==> config.mk <==
export PLATFORM = sky130hd
export DESIGN_NAME = pool_unit
export DESIGN_NICKNAME = d
export VERILOG_FILES = /design/src/rtl/pool_unit.sv
export SDC_FILE = /design/constraint.sdc
export NUM_CORES = 2
export LEC_CHECK = 0
export ABC_AREA = 1
export CELL_PAD_IN_SITES_DETAIL_PLACEMENT = 1
export CELL_PAD_IN_SITES_GLOBAL_PLACEMENT = 1
export CORE_UTILIZATION = 55
export DETAILED_ROUTE_END_ITERATION = 7
export PLACE_DENSITY = 0.84
export SYNTH_ARGS = -nofsm -noshare
export SYNTH_HDL_FRONTEND = slang
export SYNTH_SLANG_ARGS = --single-unit
export TNS_END_PERCENT = 5
==> constraint.sdc <==
create_clock -name clk -period 13 [get_ports clk]
set_input_delay 1.95 -clock clk [delete_from_list [all_inputs] [get_ports clk]]
set_output_delay 1.95 -clock clk [all_outputs]
set_load 0.005 [all_outputs]
==> src/rtl/pool_unit.sv <==
// pool_unit: streaming 2x2 / stride-2 max-pooling stage.
// Consumes one signed activation per valid beat in row-major order and
// emits one registered maximum per 2x2 window. Horizontal pairs are reduced
// as they arrive; even-row pair maxima wait in a line buffer until the
// matching odd-row pair shows up.
// Handshake: relu_valid_i qualifies relu_data_i for one cycle and there is
// no backpressure, so every valid beat is consumed on the rising edge;
// pool_valid_o is a one-cycle pulse qualifying pool_data_o.
module pool_unit #(
  parameter int FW = 16,
  parameter int IW = 224,
  parameter int IH = 224
) (
  input  logic          clk,
  input  logic          rst,
  input  logic [FW-1:0] relu_data_i,
  input  logic          relu_valid_i,
  output logic [FW-1:0] pool_data_o,
  output logic          pool_valid_o,
  output logic          frame_done_o
);

  localparam int CW = $clog2(IW);
  localparam int RW = $clog2(IH);
  localparam int LD = IW / 2;
  localparam int LW = (LD > 1) ? $clog2(LD) : 1;

  logic [CW-1:0]        col_q, col_d;
  logic [RW-1:0]        row_q, row_d;
  logic signed [FW-1:0] pair_q, pair_d;
  logic signed [FW-1:0] line_buf_q [LD];
  logic [FW-1:0]        pool_data_q, pool_data_d;
  logic                 pool_valid_q, pool_valid_d;
  logic                 frame_done_q, frame_done_d;

  logic signed [FW-1:0] data_s;
  logic signed [FW-1:0] lb_rd;
  logic signed [FW-1:0] h_max;
  logic signed [FW-1:0] w_max;
  logic [LW-1:0]        lb_idx;
  logic                 last_col, last_row;
  logic                 lb_we;
  logic                 fire;

  // Window datapath: horizontal pair max, then vertical max against the buffer.
  always_comb begin
    data_s   = $signed(relu_data_i);
    lb_idx   = LW'(col_q >> 1);
    lb_rd    = line_buf_q[lb_idx];
    h_max    = (pair_q > data_s) ? pair_q : data_s;
    w_max    = (lb_rd > h_max) ? lb_rd : h_max;
    last_col = (col_q == CW'(IW - 1));
    last_row = (row_q == RW'(IH - 1));
    lb_we    = relu_valid_i & col_q[0] & ~row_q[0];
    fire     = relu_valid_i & col_q[0] & row_q[0];
  end

  // Next-state for position counters, pair register and output registers.
  always_comb begin
    col_d        = col_q;
    row_d        = row_q;
    pair_d       = pair_q;
    pool_data_d  = pool_data_q;
    pool_valid_d = fire;
    frame_done_d = fire & last_col & last_row;
    if (relu_valid_i) begin
      col_d = last_col ? '0 : col_q + CW'(1);
      if (last_col) begin
        row_d = last_row ? '0 : row_q + RW'(1);
      end
      if (!col_q[0]) begin
        pair_d = data_s;
      end
    end
    if (fire) begin
      pool_data_d = w_max;
    end
  end

  // Control and output state; reset abandons any partial map.
  always_ff @(posedge clk or posedge rst) begin
    if (rst) begin
      col_q        <= '0;
      row_q        <= '0;
      pair_q       <= '0;
      pool_data_q  <= '0;
      pool_valid_q <= 1'b0;
      frame_done_q <= 1'b0;
    end else begin
      col_q        <= col_d;
      row_q        <= row_d;
      pair_q       <= pair_d;
      pool_data_q  <= pool_data_d;
      pool_valid_q <= pool_valid_d;
      frame_done_q <= frame_done_d;
    end
  end

  // Line buffer holds even-row pair maxima; every entry is rewritten before use.
  always_ff @(posedge clk) begin
    if (lb_we) begin
      line_buf_q[lb_idx] <= h_max;
    end
  end

  assign pool_data_o  = pool_data_q;
  assign pool_valid_o = pool_valid_q;
  assign frame_done_o = frame_done_q;

endmodule

==> results.cfg <==
; implementation run metrics
[status]
status = complete, no violations

[detailed_routing]
wl_met1_um = 93650
wl_met2_um = 126100
drt-pass1-iter-count = 6
drc = 0
dr_wl_met3_um = 31000
vias = 56370

[synth]
area_leaders = edfxtp_1 (71%), nand2_1 (11%), nand3_1 (4.2%)
syn-num-nets = 6601
ys_sh_aoi_pct = 0.8476
synthXorXnorAreaFrac_pct = 0.05783
async_reset_ff_share_pct = 2.714
edf_count = 1792
yosys.area.top_type = edfxtp_1
yosysTopAreaCellShare_pct = 71.06

[sta]
slew_headroom_pct = 11.15
hold_violations = 0
setup_viol = 0
period_minus_slack_ps = 7472

[cts]
cts_root_buffer = clkbuf_16
clock_latency_ps = 830
path_clk_slew_ps = 60
cts_hold_buf = 0
post-cts-setup-buffers = 0
cts_num_sinks = 1842

[power]
clock_power_share_pct = 25.1
total_power_uw = 20520
clock_power_uw = 5140
pwr-share-seq_pct = 37.5
p_comb_uw = 7680

[global_route]
antenna_found_initial = 6
grt_use_met3_pct = 8.889
grt-busiest-layer = met2

[place]
globalplace.congestion = 0.9088
pre_cts_ws_ps = 4894

[min_path]
worstHoldPathCells = 1

[setup_path]
endpoint = pool_data_o[12]
r2r_cells = 25
cp.required_ps = 13690
timing.rr.end = pool_data_o[12]

[final_layout]
nets = 6612
comb_area_share_pct = 22.06
logic_area_sq_um = 18500
Figure 1. Supply network.
(1 px per um) Pins as bars on the die edge. Tap cells in gray.
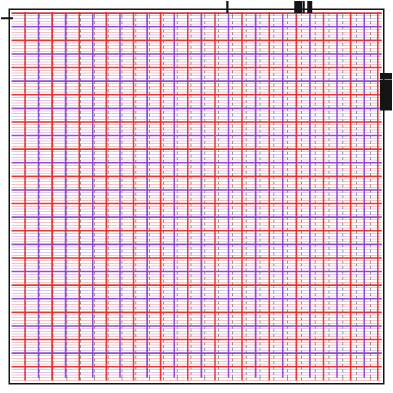
VSS -> red
VDD -> purple
met1 rails = 136
tap cells = 1781
VDD IR max: 0.2171 mV
die height: 373.1 um
die width: 373.1 um
core area: 136000 sq um

Figure 2. Placed cells, one color a class.
(1 px per um) Fill, decap, tap and diode cells in gray.
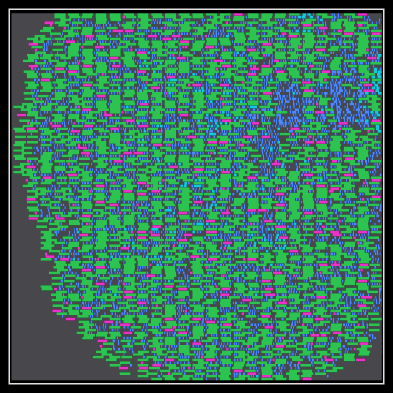
other buffers and delay cells -> cyan  # cells 229, share of their area 2.3%
flip-flops -> green  # cells 1842, share of their area 67%
clock drivers and dummy loads -> magenta  # cells 335, share of their area 7.0%
all other logic -> blue  # cells 4301, share of their area 23%
Finished Cell Area: 83860 sq um
final core area utilization: 61.68%
Seq/total area: 65.67%

Power figures rest on the tool's default switching activity, not on a simulated workload.
